<file path="src/rtl/nibble_serial_comparator_pkg.sv">
// Shared types and constants for the nibble-serial magnitude comparator.
//   state_e          : controller states
//   CAS_LT/EQ/GT     : bit positions inside the {lt,eq,gt} cascade triple
//   NIB_W            : width of one processed digit
package nsc_pkg;

  localparam int unsigned NIB_W  = 4;

  localparam int unsigned CAS_LT = 2;
  localparam int unsigned CAS_EQ = 1;
  localparam int unsigned CAS_GT = 0;

  typedef enum logic {
    IDLE = 1'b0,
    RUN  = 1'b1
  } state_e;

endpackage

</file>
<file path="src/rtl/nibble_serial_comparator_if.sv">
// Request/result bundle of the nibble-serial comparator.
//   master : requester (drives start, operands, cascade seeds)
//   slave  : comparator (drives busy, done and the lt/eq/gt result)
interface nibble_serial_comparator_if #(
  parameter int unsigned NIBBLES = 4
) ();

  localparam int unsigned OP_W = nsc_pkg::NIB_W * NIBBLES;

  logic            start;
  logic [OP_W-1:0] a;
  logic [OP_W-1:0] b;
  logic            seed_eq;
  logic            seed_lt;
  logic            seed_gt;
  logic            busy;
  logic            done;
  logic            eq_out;
  logic            lt_out;
  logic            gt_out;

  modport master (
    output start, a, b, seed_eq, seed_lt, seed_gt,
    input  busy, done, eq_out, lt_out, gt_out
  );

  modport slave (
    input  start, a, b, seed_eq, seed_lt, seed_gt,
    output busy, done, eq_out, lt_out, gt_out
  );

endinterface

</file>
<file path="src/rtl/nibble_serial_comparator_cmp4.sv">
// Combinational 4-bit unsigned magnitude compare with one-hot result.
//   an, bn           : nibbles to compare
//   lt_c, eq_c, gt_c : an<bn, an==bn, an>bn (exactly one is high)
module nibble_cmp4
  import nsc_pkg::*;
(
  input  logic [NIB_W-1:0] an,
  input  logic [NIB_W-1:0] bn,
  output logic             lt_c,
  output logic             eq_c,
  output logic             gt_c
);

  always_comb begin
    lt_c = 1'b0;
    eq_c = 1'b0;
    gt_c = 1'b0;
    if (an > bn)      gt_c = 1'b1;
    else if (an < bn) lt_c = 1'b1;
    else              eq_c = 1'b1;
  end

endmodule

</file>
<file path="src/rtl/nibble_serial_comparator.sv">
// Multi-cycle unsigned magnitude comparator: walks the operands one nibble per
// clock, LSB nibble first, carrying a registered {lt,eq,gt} cascade. Later
// (higher) nibbles overwrite earlier ones, so the most-significant unequal
// nibble decides; if every nibble is equal the seed passes through untouched.
//   clk, rst_n : clock, asynchronous active-low reset
//   bus        : start/operands/seeds in, busy/done/lt/eq/gt out
module nibble_serial_comparator
  import nsc_pkg::*;
#(
  parameter int unsigned NIBBLES = 4
) (
  input logic                         clk,
  input logic                         rst_n,
  nibble_serial_comparator_if.slave   bus
);

  localparam int unsigned OP_W  = NIB_W * NIBBLES;
  localparam int unsigned CNT_W = $clog2(NIBBLES);
  localparam int unsigned LAST  = NIBBLES - 1;

  state_e           state;
  logic [CNT_W-1:0] cnt;
  logic [OP_W-1:0]  a_sr;
  logic [OP_W-1:0]  b_sr;
  logic [2:0]       cas;
  logic             busy;
  logic             done;
  logic             eq_out;
  logic             lt_out;
  logic             gt_out;

  logic             lt_c;
  logic             eq_c;
  logic             gt_c;
  logic [2:0]       cas_nxt_c;

  // Compare the nibbles currently at the bottom of the shift registers.
  nibble_cmp4 u_cmp4 (
    .an   (a_sr[NIB_W-1:0]),
    .bn   (b_sr[NIB_W-1:0]),
    .lt_c (lt_c),
    .eq_c (eq_c),
    .gt_c (gt_c)
  );

  // Cascade update: an unequal nibble replaces the carried verdict.
  always_comb begin
    cas_nxt_c = cas;
    if (gt_c) begin
      cas_nxt_c         = 3'b000;
      cas_nxt_c[CAS_GT] = 1'b1;
    end else if (lt_c) begin
      cas_nxt_c         = 3'b000;
      cas_nxt_c[CAS_LT] = 1'b1;
    end else if (eq_c) begin
      cas_nxt_c = cas;
    end
  end

  // Controller, datapath and registered outputs.
  always_ff @(posedge clk or negedge rst_n) begin
    if (!rst_n) begin
      state  <= IDLE;
      cnt    <= '0;
      a_sr   <= '0;
      b_sr   <= '0;
      cas    <= '0;
      busy   <= 1'b0;
      done   <= 1'b0;
      eq_out <= 1'b0;
      lt_out <= 1'b0;
      gt_out <= 1'b0;
    end else begin
      done <= 1'b0;
      unique case (state)
        IDLE: begin
          if (bus.start) begin
            a_sr        <= bus.a;
            b_sr        <= bus.b;
            cas[CAS_LT] <= bus.seed_lt;
            cas[CAS_EQ] <= bus.seed_eq;
            cas[CAS_GT] <= bus.seed_gt;
            cnt         <= '0;
            busy        <= 1'b1;
            state       <= RUN;
          end
        end
        RUN: begin
          cas  <= cas_nxt_c;
          a_sr <= a_sr >> NIB_W;
          b_sr <= b_sr >> NIB_W;
          cnt  <= cnt + CNT_W'(1);
          if (cnt == CNT_W'(LAST)) begin
            lt_out <= cas_nxt_c[CAS_LT];
            eq_out <= cas_nxt_c[CAS_EQ];
            gt_out <= cas_nxt_c[CAS_GT];
            done   <= 1'b1;
            busy   <= 1'b0;
            state  <= IDLE;
          end
        end
        default: state <= IDLE;
      endcase
    end
  end

  assign bus.busy   = busy;
  assign bus.done   = done;
  assign bus.eq_out = eq_out;
  assign bus.lt_out = lt_out;
  assign bus.gt_out = gt_out;

endmodule
</file>
<file path="src/flat_wrapper.sv">
// flat-port wrapper written by rule: the top's interface ports become plain ports
module nibble_serial_comparator_flat import nsc_pkg::*;
#(
  parameter int unsigned NIBBLES = 4
)
  (clk, rst_n, bus_start, bus_a, bus_b, bus_seed_eq, bus_seed_lt, bus_seed_gt, bus_busy, bus_done, bus_eq_out, bus_lt_out, bus_gt_out);
  nibble_serial_comparator_if #(.NIBBLES(NIBBLES)) bus_i ();
  input logic clk;
  input logic rst_n;
  input wire logic [$bits(bus_i.start)-1:0] bus_start;
  input wire logic [$bits(bus_i.a)-1:0] bus_a;
  input wire logic [$bits(bus_i.b)-1:0] bus_b;
  input wire logic [$bits(bus_i.seed_eq)-1:0] bus_seed_eq;
  input wire logic [$bits(bus_i.seed_lt)-1:0] bus_seed_lt;
  input wire logic [$bits(bus_i.seed_gt)-1:0] bus_seed_gt;
  output wire logic [$bits(bus_i.busy)-1:0] bus_busy;
  output wire logic [$bits(bus_i.done)-1:0] bus_done;
  output wire logic [$bits(bus_i.eq_out)-1:0] bus_eq_out;
  output wire logic [$bits(bus_i.lt_out)-1:0] bus_lt_out;
  output wire logic [$bits(bus_i.gt_out)-1:0] bus_gt_out;
  assign bus_i.start = bus_start;
  assign bus_i.a = bus_a;
  assign bus_i.b = bus_b;
  assign bus_i.seed_eq = bus_seed_eq;
  assign bus_i.seed_lt = bus_seed_lt;
  assign bus_i.seed_gt = bus_seed_gt;
  assign bus_busy = bus_i.busy;
  assign bus_done = bus_i.done;
  assign bus_eq_out = bus_i.eq_out;
  assign bus_lt_out = bus_i.lt_out;
  assign bus_gt_out = bus_i.gt_out;
  nibble_serial_comparator #(.NIBBLES(NIBBLES)) u_core (.clk(clk), .rst_n(rst_n), .bus(bus_i));
endmodule
</file>
<file path="config.mk">
export PLATFORM = sky130hd
export DESIGN_NAME = nibble_serial_comparator_flat
export DESIGN_NICKNAME = d
export VERILOG_FILES = /design/src/rtl/nibble_serial_comparator_pkg.sv /design/src/rtl/nibble_serial_comparator_if.sv /design/src/rtl/nibble_serial_comparator_cmp4.sv /design/src/rtl/nibble_serial_comparator.sv /design/src/flat_wrapper.sv
export SDC_FILE = /design/constraint.sdc
export NUM_CORES = 1
export LEC_CHECK = 0
export CORE_AREA = 2 2 76 97
export CTS_BUF_LIST = sky130_fd_sc_hd__clkbuf_4 sky130_fd_sc_hd__clkbuf_8
export CTS_CLUSTER_SIZE = 28
export DETAILED_ROUTE_END_ITERATION = 10
export DIE_AREA = 0 0 78 99
export PLACE_DENSITY = 0.54
export SYNTH_ARGS = -nofsm -noshare
export SYNTH_HDL_FRONTEND = slang
export SYNTH_SLANG_ARGS = --single-unit
</file>
<file path="constraint.sdc">
create_clock -name clk -period 1.2 [get_ports clk]
set_input_delay 0.24 -clock clk [delete_from_list [all_inputs] [get_ports clk]]
set_output_delay 0.24 -clock clk [all_outputs]
set_load 0.1 [all_outputs]
</file>
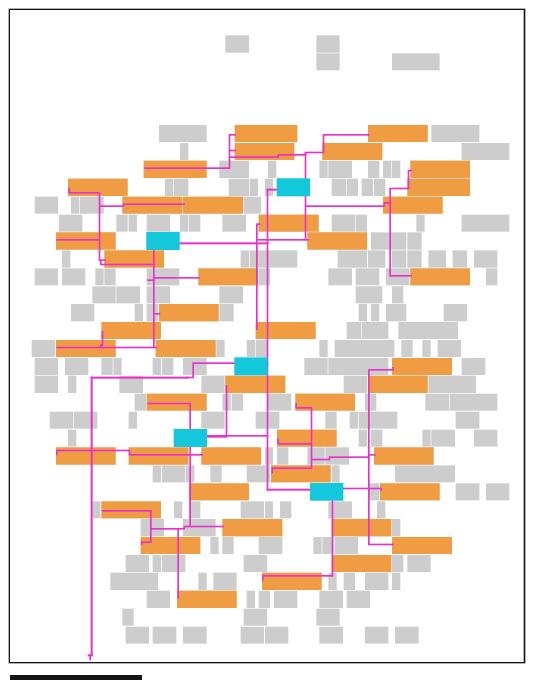
**Above:** clock wires, drivers and flops.
Bar = 20 um.
[magenta] clock wires | length: 563 um
[cyan] cells driving clock nets | count: 5
[orange] flip-flops | count: 43
routed clock nets	6

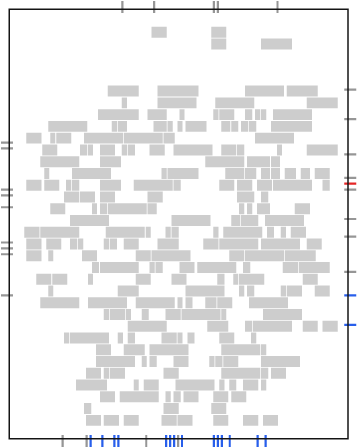
**Above:** pin map.
Pins as bars across the die edge, other pins in gray.
color	port	pins	direction	edge
blue	bus_a	16	input	14 bottom, 2 right
red	bus_start	1	input	right
all pins by edge	18 bottom, 11 right, 9 left, 5 top

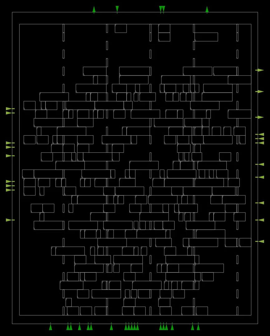
**Above:** placed standard cells.
Final Non-Filler Cells: 324
n_taps: 90
flop count: 43
row count: 34
Final Core Density: 41.2%

-- cell type report --
cell class	count	area (um^2)	area share (%)
sequential	43	1080	38.5
multi-input combinational	127	915	32.6
timing repair buffer	49	566	20.2
tap	90	113	4.02
clock buffer	8	104	3.71
inverter	7	26.3	0.937
-- worst paths after layout --
path                                   end  cells past startpoint  slack (ns)
setup / recovery             u_core.cas[1]                      4       -0.03
hold / removal               u_core.cas[2]                      4        0.43
setup reg to reg             u_core.cas[1]                      4       -0.03
hold reg to reg             u_core.a_sr[5]                      2        0.48
max in group asynchronous     u_core.state                      3        0.53
min in group asynchronous  u_core.a_sr[12]                      3        0.45
-- power by group through the flow --
| stage | clock network (mW) | logic, mW | registers, mW |
|---|---|---|---|
| finish | 1.02 | 3.16 | 2.37 |
| global route | 1.13 | 3.46 | 2.45 |
| CTS | 1.07 | 2.85 | 2.36 |
| detailed placement | 0 | 2.74 | 2.37 |
| global placement | 0 | 2.72 | 2.35 |
| floorplan | 0 | 1.52 | 2.69 |
-- repair_timing --
item,in CTS,in global routing
resized,6,11
endpoints found under the setup margin,6,6
pin swaps,5,8
hold buffers,1,0
endpoints found under the hold margin,43,0
-- stage by stage --
stage | utilization, % | setup slack [ns]
floorplan | - | 0.000535
global placement | 38.3 | -0.0691
detailed placement | 38.3 | -0.0896
CTS | 40.4 | -0.0464
global route | 41.2 | -0.0982
finish | 41.2 | -0.0302
-- critical path, cell delays in order, from the launching register on --
cell and delay (ns):
dfrtp_1 0.41, ha_4 0.31, nand2_4 0.07, o21a_4 0.21
o22ai_2 0.15
-- cells in the mapped netlist, drive strengths merged, types with 2 or more instances --
master,n
a21oi,2
a31oi,2
buf,11
dfrtp,43
ha,5
inv,7
mux2i,35
nand2,30
nand3,2
nor2,13
o21ai,29
o22ai,3
==> impl_metrics.ini <==
; synthesis and place-and-route metrics
[sta]
setup_viol = 5
drv_slew = 0
hold_viol_final = 0
setup_ws_ns = -0.0302
worst_pin_slew_ns = 0.243
fin_worst_skew_ns = 0.00575

[floorplanning]
core_um2 = 6810

[logic_synthesis]
ys_seq_share_pct = 54.0
top_logic_kind = multiplexers
ys_cells = 188
synth-edff-count = 0
yosys.area_share.adder_pct = 3.14
syn-cell-area_um2 = 1990
synth_warnings = 0
area_leaders = dfrtp_1, mux2i_1, o21ai_1, nand2_1, ha_1
flop_cell = dfrtp_1

[run]
warnings = 28
maxCapViolCount = 0

[clock_tree]
numCtsBuffers = 5
htree_levels = 2
clock_path_buffers = 2
clk_pin_slew_ns = 0.08

[worst_setup_path]
criticalPathCategory = reg2reg
crit_fanout = 4

[placed_design]
dp.cells = 315
placement.cell_area_um2 = 2610

[layout]
syn_to_final_growth_pct = 40.6
top_regs = u_core.a_sr (16), u_core.b_sr (16), u_core.cas (3)
lay_top_count = dfrtp_1
nFillCells = 679
lay_top_cells = dfrtp_1, mux2i_1, clkdlybuf4s50_1

[power_and_ir_drop]
p_total_mw = 6.56
p_int_mw = 3.96
p_comb_share_pct = 48.2
worst_ir_drop_vdd_mv = 1.04
seqPwrFrac_pct = 36.2

[route]
antenna_left = 0
num_vias = 1417

[global_route]
grtUsageMet3_pct = 2.38
antenna_found_initial = 0
grt_pass1_wl_mm = 6.84
globalRouteMet1Util_pct = 15.1

[outcome]
violations = setup timing
status = finished with violations
No activity file was given, so power comes from the tool's default toggle rates.
